**Run 1: clock wiring as the flow saved it**

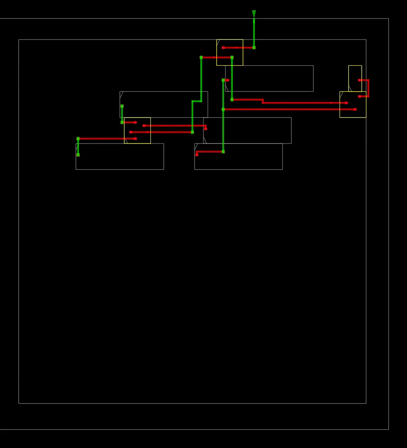
**Run 1: supply network**

Pins as bars on the die edge.
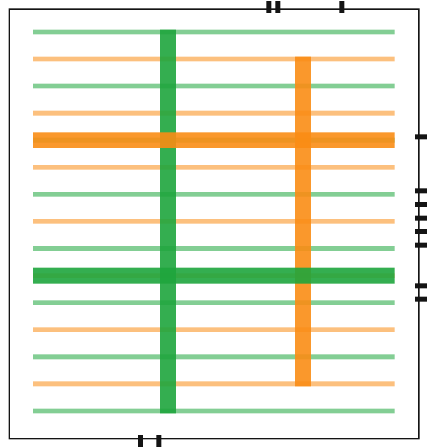
**Run 1: cell classes on the final placement**

Bar = 10 microns. Fill, decap, tap and diode cells in grey.
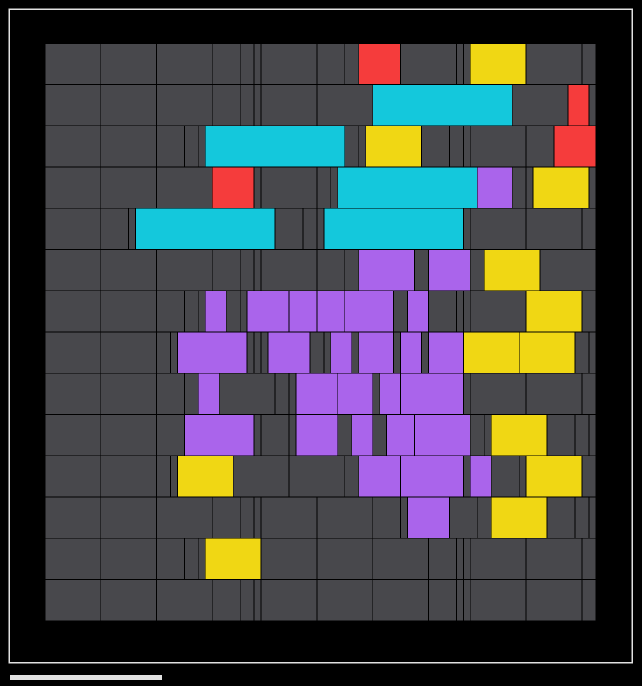
<file path="config.mk">
export PLATFORM = sky130hd
export DESIGN_NAME = counter_down
export DESIGN_NICKNAME = d
export VERILOG_FILES = /design/src/rtl/counter_down.sv
export SDC_FILE = /design/constraint.sdc
export NUM_CORES = 1
export LEC_CHECK = 0
export CAP_MARGIN = 30
export CORE_AREA = 2 2 39 41
export DETAILED_ROUTE_END_ITERATION = 8
export DIE_AREA = 0 0 41 43
export PLACE_DENSITY = 0.49
export SLEW_MARGIN = 30
export SYNTH_ARGS = -nofsm -noshare
export SYNTH_HDL_FRONTEND = slang
export SYNTH_SLANG_ARGS = --single-unit
</file>
<file path="constraint.sdc">
create_clock -name clk -period 2.3 [get_ports clk]
set_clock_uncertainty 0.05 [all_clocks]
set_input_delay 0.345 -clock clk [delete_from_list [all_inputs] [get_ports clk]]
set_output_delay 0.345 -clock clk [all_outputs]
set_load 0.02 [all_outputs]
</file>
<file path="src/rtl/counter_down.sv">
// Loadable down-counter with a three-state IDLE/RUN/DONE controller and an
// optional automatic reload from the value captured at start.
module counter_down #(
    parameter int N      = 3,
    parameter bit RELOAD = 1'b0
) (
    input  logic         clk,
    input  logic         clr,
    input  logic         start,
    input  logic [N-1:0] value,
    input  logic         en,
    input  logic         abort,
    output logic [N-1:0] counter,
    output logic         busy,
    output logic         done
);

    typedef enum logic [1:0] {
        IDLE = 2'd0,
        RUN  = 2'd1,
        DONE = 2'd2
    } state_t;

    state_t       state;
    state_t       state_nxt;
    logic [N-1:0] counter_nxt;
    logic [N-1:0] reload_q;
    logic [N-1:0] reload_nxt;

    // NOTE: sequential state uses non-blocking assignments so every register
    // samples pre-edge values regardless of statement order.
    always_ff @(posedge clk or negedge clr) begin
        if (!clr) begin
            state    <= IDLE;
            counter  <= '0;
            reload_q <= '0;
        end else begin
            state    <= state_nxt;
            counter  <= counter_nxt;
            reload_q <= reload_nxt;
        end
    end

    // NOTE: every combinational output gets a hold default first, so no path
    // through the case statement can leave a signal unassigned and infer a latch.
    always_comb begin
        state_nxt   = state;
        counter_nxt = counter;
        reload_nxt  = reload_q;
        case (state)
            IDLE: begin
                if (start) begin
                    counter_nxt = value;
                    reload_nxt  = value;
                    state_nxt   = (value != '0) ? RUN : DONE;
                end
            end
            RUN: begin
                if (abort) begin
                    counter_nxt = '0;
                    state_nxt   = IDLE;
                end else if (en) begin
                    // Terminal step lands exactly on zero; the count never wraps.
                    if (counter > N'(1)) begin
                        counter_nxt = counter - N'(1);
                    end else begin
                        counter_nxt = '0;
                        state_nxt   = DONE;
                    end
                end
            end
            DONE: begin
                if (RELOAD && (reload_q != '0)) begin
                    counter_nxt = reload_q;
                    state_nxt   = RUN;
                end else begin
                    state_nxt = IDLE;
                end
            end
            default: begin
                counter_nxt = '0;
                state_nxt   = IDLE;
            end
        endcase
    end

    always_comb begin
        busy = (state == RUN);
        done = (state == DONE);
    end

endmodule

</file>
==> run notes, run 1 <==
The run gives 35.4% as the post-route core utilization. Worst min-delay path class: in2async. The die covers 0.00176 sq mm. The number of clock sinks came to 5. The run gives 12 for the count of port buffers added during placement. The worst setup path is launched from a flip-flop. In this run the core area contains 14 standard-cell rows. The post-route netlist has 8.00% of its cells at a drive strength greater than 1. The run finished with clean final reports. Leaving out fill and tap cells, the most frequent cell in the layout is clkdlybuf4s50_1.

The final weighted congestion recorded by global placement is 0.696. The run gives 23.4% as the initial core utilization. The number of library cell types mapped by synthesis is 20, and the number of gates resized after CTS is 0.

Counting endpoints that fail hold in the final report gives 0. The number of antenna-violating nets in the routed design was 0; the depth of the CTS H-tree was 1. The run gives 180 sq um for the multi-input logic area. For this design, the slowest cell found on the critical path is clkdlybuf4s50_1.

In this run, synthesis inferred 0 flip-flops with an integrated enable. By count the netlist is led by dfrtp_1, inv_1, nand2_1, nand3_1. The final design instance area without fill is 490 sq um, and the time the worst path needs with I/O delays and setup is 1.89 ns.

Per the run report, area growth between synthesis and finish was 51.4%. The post-cts hold buffer count was 0; the wire length of the first global-routing pass was 1190 microns. With the worst slack on hold paths at 0.268 ns, the transition time at the pin with the least slew margin is 0.437 ns. Area taken by flip-flops and latches: 125 sq um. The worst path arrival time is 1.49 ns. The clock power share came out at 18.2%.

Max-cap check violation count: 0. The internal portion of the total power is 0.334 mW. VDD sags by at most 0.339 mV.

The maximum clock rate came out at 530 MHz. After layout, the worst setup slack is 0.413 ns. The share of total power dissipated in combinational logic is 51.6%. CTS placed an instance of clkbuf_4 at the clock tree root. Per the synth log, the flip-flop and latch total comes to 5. After synthesis, the largest area contributor takes up 38.6% of total cell area. The logs give 6 for the violation count after the first detailed-route iteration and 0.493 ns for the worst-case setup slack after placement. The most common logic cells in the final layout are clkdlybuf4s50_1, inv_1, dfrtp_1. In the CTS report, the clock slew at the register clock pins of the worst setup and hold paths is listed as 0.05 ns. Family with the most delay on the worst path: buffers and inverters. STA lists the maximum fanout along the critical path as 6. The slew check shows that the tightest pin keeps a relative margin of 70.8%. The cell sequence reported for the critical path is and2b_1 > clkdlybuf4s50_1. Yosys printed 0 warnings. The end-of-flow timing check tallies setup violations at 0. According to the floorplan report, the die width is 41 microns. Overall routed net length: 771 microns. STA classifies the critical path endpoint as an output port. The run gives 0 for the total setup buffers inserted after CTS. The run gives 324 sq um as the total standard cell area after synthesis. Per the synth stats, the flop cell with the highest instance count is dfrtp_1. For the register area share after synthesis, the log shows 38.6%. The number of global-route vias before repair was 302; the total nets after synthesis was 44.

In the final report, the number of pins over their slew limit comes to 0. Of the available clock period, the critical path in the final layout requires 82.0%. The net switching power is 0.231 mW. Across every metal layer, demand over resource in global routing totals 9.58%.

With the count of placed standard cells including taps at 62, the average instance area after synthesis is 9.53 sq um. The number of design rule violations left after detail routing was 0; the number of warnings in the stage logs was 27. Number of search-and-repair iterations in the first detailed-routing pass: 4. The total congestion overflow after global routing came out at 0. The script computed the net switching share of total power as 40.9%.

The run gives 2 for the maximum clock insertion buffer count. For the initial antenna violation count, the log shows 0. The tools report the tally of non-filler cells in the final layout as 66. The final layout report lists a filler cell count of 159.

The run gives 0.00138 sq mm as the placeable core region. In the placement report, post-DP HPWL is listed as 608 microns. After detailed placement, the total cell area comes to 464 sq um. The script logs the mean routed wire length per placed instance as 11.7 microns. The leakage component of the power is 0.207 nW.

The biggest cell delay along the critical path works out to 0.60 ns. The run gives 34 for the gate count after technology mapping. The main area contributors are dfrtp_1, ha_1, inv_1. TritonCTS built the clock tree. The run gives 13 as the top-level port count. According to the Yosys statistics, the synthesized design has a chip area of 324 sq um.

The sum of buffers and inverters on the critical path was 1. The sum of negative setup slack was 0 ns.
About 'clock wiring as the flow saved it':
Latency at later pin: 0.24 ns
flip-flops: 5
total CTS buffers: 3

About 'supply network':
orange -> VDD
green -> VSS
met1 rails = 15
met4 straps = 2

About 'cell classes on the final placement':
red -> clock drivers and dummy loads  # cells 4
cyan -> flops  # cells 5
yellow -> other buffers and delay cells  # cells 12
purple -> combinational and other logic  # cells 29

run 1: layer usage:
metal | global-route usage (%) | up-vias | part of all wire (%)
met2 | 15.6 | 14 | 47
met1 | 11.7 | 138 | 44
li1 | - | 162 | -
met4 | 2.00 | 0 | 0
met5 | 0 | - | 0
met3 | 3.14 | 0 | 8.6
run 1: power by group through the flow:
| stage | Clock, mW | Combinational (mW) | Sequential (mW) |
|---|---|---|---|
| after floorplan | 0 | 0.153 | 0.191 |
| after global placement | 0 | 0.297 | 0.172 |
| after detailed placement | 0 | 0.294 | 0.173 |
| after CTS | 0.109 | 0.296 | 0.171 |
| after global routing | 0.116 | 0.325 | 0.178 |
| final | 0.103 | 0.292 | 0.171 |
run 1: cells by family (layout without fill, tap and decap cells):
kind of cell	Yosys count	after routing	share of synthesized area, %
AND-OR/OR-AND	9	9	22.4
adder cells (fa/ha/maj)	2	2	7.72
buffers and inverters	5	21	5.79
flip-flops	5	5	38.6
AND/OR/NAND/NOR	13	13	25.5
run 1: worst register-to-register path: stages, from the launching register on:
cell       delay, ns
dfrtp_1         0.42
or3b_4          0.43
o2bb2ai_1       0.14
a221o_1         0.29
run 1: final timing paths:
kind                                   end  slack [ns]       start  cells past startpoint
worst max-delay path                  busy        0.41    state[1]                      2
worst min-delay path              state[0]        0.27         clr                      1
worst max register to register  counter[2]        0.86    state[1]                      3
worst min register to register  counter[2]        0.53  counter[2]                      1
max in group asynchronous       counter[1]        1.74         clr                      1
min in group clk                counter[2]        0.53  counter[2]                      1
run 1: sequential cells by signal, indices dropped and copies added, names as in the netlist:
signal	flops
counter	3
state	2
run 1: cell type report:
type	count	area share, %
Clock buffer	4	5.36
Inverter	5	3.83
Multi-Input combinational cell	24	36.7
Sequential cell	5	25.5
Tap cell	16	4.08
Timing Repair Buffer	12	24.5
==> inputs of run 2 (changes only) <==
--- a/config.mk
+++ b/config.mk
@@ -9,7 +9,7 @@
 export CORE_AREA = 2 2 39 41
 export DETAILED_ROUTE_END_ITERATION = 8
 export DIE_AREA = 0 0 41 43
-export PLACE_DENSITY = 0.49
+export PLACE_DENSITY = 0.51
 export SLEW_MARGIN = 30
 export SYNTH_ARGS = -nofsm -noshare
 export SYNTH_HDL_FRONTEND = slang
==> constraint.sdc (replaced) <==
create_clock -name clk -period 1.7 [get_ports clk]
set_clock_uncertainty 0.05 [all_clocks]
set_input_delay 0.255 -clock clk [delete_from_list [all_inputs] [get_ports clk]]
set_output_delay 0.255 -clock clk [all_outputs]
set_load 0.02 [all_outputs]
**Run 2: supply network**

Pins as bars on the die edge.
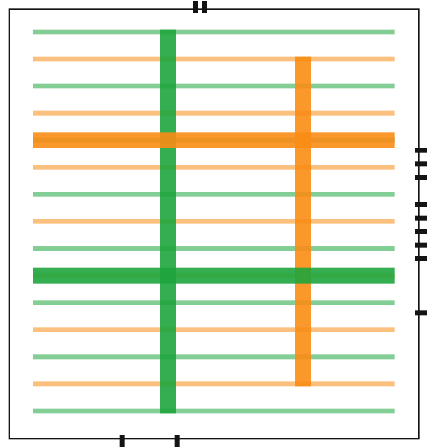
green -> VSS
orange -> VDD
rows = 14
signal pins = 13
met4 straps = 2
met5 straps = 2

==> run notes, run 2 <==
The run gives 1 (unchanged) for the sum of buffers and inverters on the critical path. For the finished layout, the period the worst path requires is 1.61 ns. STA classifies the critical path endpoint as an output port. The run gives 27 (unchanged) for the number of warnings in the stage logs. With the wire length on met1 at 354 microns (+4.1%), the worst-case vdd ir drop is 0.493 mV (+46%).

The routability congestion estimate from global placement was 0.749 (+7.6%). The worst register-to-register path ends at counter[2]. Most used logic cell in the final layout: clkdlybuf4s50_1. The length of routed met3 wiring was 67 microns (+1.5%). The half-perimeter wire length of the detailed placement result was 683 microns (+12%). For the initial core utilization, the log shows 23.4% (unchanged).

For the maximum clock rate, the log shows 623 MHz. Register area share after synthesis: 38.6% (unchanged). The total length of routed met2 wires is 404 microns (+11%), and the tally of filler cells in the layout is 160 (+0.63%).

The top-level port count is 13 (unchanged). By instance count after routing, the leading logic cell types are clkdlybuf4s50_1, inv_1, dfrtp_1. In this design, the largest share of critical-path delay is due to buffers and inverters.

With the placed instance area at 487 sq um (+4.9%), the average instance area after synthesis is 9.53 sq um (unchanged). Total congestion overflow after global routing: 0 (unchanged). The placeable core region is 0.00138 sq mm (unchanged), and the clock insertion delay at the later pin of the skew report is 0.24 ns (about the same).

The number of library cell types mapped by synthesis is 20 (unchanged), and the mean number of vias per cell is 4.78. The fraction of synthesized cell area taken by the top area cell type works out to 38.6% (unchanged). The TritonCTS buffer count came out at 3 (unchanged). For reference, the critical path cell chain is clkdlybuf4s50_1. The run gives 36.9% (+1.4 points) for the post-route core utilization. The number of gates resized after CTS was 2 (+2); the worst-case register-to-register setup slack was 0.27 ns (-0.59 ns). TritonCTS built the clock tree.

The register with the most flip-flops was counter. The initial antenna violation count was 0 (unchanged); the post-cts hold buffer count was 0 (unchanged). The run gives 0 (unchanged) as the total setup buffers inserted after CTS.

The count of port buffers added during placement is 12 (unchanged). The global routing stage identified its most utilized layer as met2. The final design instance area without fill was 510 sq um (+4.1%); the depth of the CTS H-tree was 1 (unchanged). The wire length of the first global-routing pass is 1380 microns (+16%). Worst min-delay path class: in2async. With the number of synthesized register bits at 5 (unchanged), the overall fraction of global-route tracks in use is 11.7% (+2.1 points).

Number of flip-flops in the largest register: 3 (unchanged). The logs give 44 (unchanged) for the total nets after synthesis and 4.71% (+1.6 points) for the met3 usage. For this design, the slowest cell found on the critical path is clkdlybuf4s50_1. With the number of search-and-repair iterations in the first detailed-routing pass at 2 (-2), the max-cap check violation count is 0 (unchanged). The worst slack on hold paths was 0.186 ns (-0.0817 ns); the leakage component of the power was 0.228 nW (+10%).

With the worst path arrival time at 1.30 ns (-0.19 ns), the met2 layer usage reported by global route is 17.8% (+2.2 points). The run gives 0.298 ns (-0.139 ns) for the transition time at the pin with the least slew margin. The tools report the tally of yosys warning messages as 0 (unchanged). After detailed routing, no signal wire sits above met3.

The run gives 0.04 ns (about the same) for the clock slew at the register clock pins of the worst setup and hold paths. For the count of final setup violators, the log shows 0 (unchanged). The gate count after technology mapping was 34 (unchanged).

Fraction of final layout cells with drive strength greater than 1: 13.2% (+5.2 points). The final hold violation count came out at 0 (unchanged). The worst setup path is launched from a flip-flop. Ranked by instance count, the synthesized netlist is headed by dfrtp_1, inv_1, nand2_1, nand3_1. Source of the worst register-to-register timing path: state[1]. The root buffer cell chosen for the clock tree is clkbuf_4.

The top fanout value on the critical path came out at 6 (unchanged). The clock net sink count was 5 (unchanged); the final max-slew violation count was 0 (unchanged). The dominant register cell in the synthesized netlist is dfrtp_1. The total standard cell area after synthesis came out at 324 sq um (unchanged). Maximum clock insertion buffer count: 2 (unchanged). The run finished with clean final reports.

In the final layout, the registers with the most flip-flops are counter x3, state x2. The tools report the met1 track demand over resource in global routing as 12.7% (+0.94 points). After layout, the worst path uses 94.5% of the clock period. The run gives 0 (unchanged) as the number of design rule violations left after detail routing. The area of the die was 0.00176 sq mm (unchanged); the number of enable flip-flop cells was 0 (unchanged).

The tools report the worst max-slew margin expressed relative to the limit as 80.1% (+9.3 points). Area added between synthesis and finish: 57.5%. Biggest cell delay along the critical path: 0.64 ns (+0.04 ns). The number of antenna-violating nets in the routed design came out at 0 (unchanged).
**Run 2: cell classes on the final placement**

Bar = 10 microns. Fill, decap, tap and diode cells in grey.
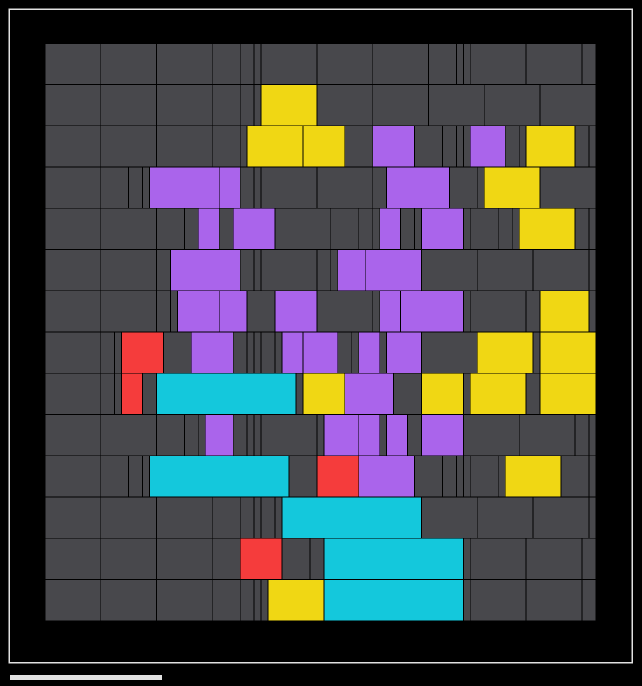
cyan -> flops  # cells 5
purple -> combinational and other logic  # cells 29
red -> clock drivers and dummy loads  # cells 4
yellow -> other buffers and delay cells  # cells 15

==> run 2: netlist changes by cell type in the layout (fill, tap and decap cells not counted) <==
cell             before  now
buf_4                 0    3
clkdlybuf4s50_1      12   10
dlygate4sd2_1         0    2
==> run 2: how the worst max path moves through the flow <==
| stage | from | to | slack (ns) | cells past startpoint |
|---|---|---|---|---|
| final | counter[0] | counter[0] | 0.09 | 1 |
| after floorplan | state[1] | counter[2] | 0.32 | 3 |
| after CTS | counter[0] | counter[0] | 0.09 | 1 |
| after global routing | counter[0] | counter[0] | 0.04 | 1 |
| after detailed placement | start | counter[2] | -0.02 | 4 |
| after global placement | start | counter[2] | 0.008 | 4 |
==> run 2: power by group <==
part | leakage (nW) | internal, mW | total [mW] | switching, mW
sequential | 0.0641 | 0.167 | 0.229 | 0.0622
clock | 0.0150 | 0.0884 | 0.132 | 0.0440
combinational | 0.149 | 0.212 | 0.422 | 0.209
total | 0.228 | 0.468 | 0.783 | 0.315
==> run 2: cells by family (layout without fill, tap and decap cells) <==
group	Yosys count	in the layout	synth area share (%)
AOI/OAI and AO/OA	9	9	22.4
adders and majority gates	2	2	7.72
buffers and inverters	5	24	5.79
DFF	5	5	38.6
and+or+nand+nor	13	13	25.5
==> run 2: cell type report <==
type / count / area (sq um) / share of cell area, %
Multi-Input combinational cell: 24 / 180 / 35.3
Timing Repair Buffer: 15 / 140 / 27.5
Sequential cell: 5 / 125 / 24.5
Clock buffer: 4 / 26.3 / 5.15
Tap cell: 16 / 20.0 / 3.92
Inverter: 5 / 18.8 / 3.68
==> run 2: through the flow <==
stage	setup TNS (ns)	std cells	worst slack, ns
3_5_place_dp	-0.0184	65	-0.0184
6_report	0	69	0.0938
2_1_floorplan	0	34	0.320
3_3_place_gp	0	65	0.00840
5_1_grt	0	69	0.0422
4_1_cts	0	69	0.0870
Power and IR drop assume default switching activity.
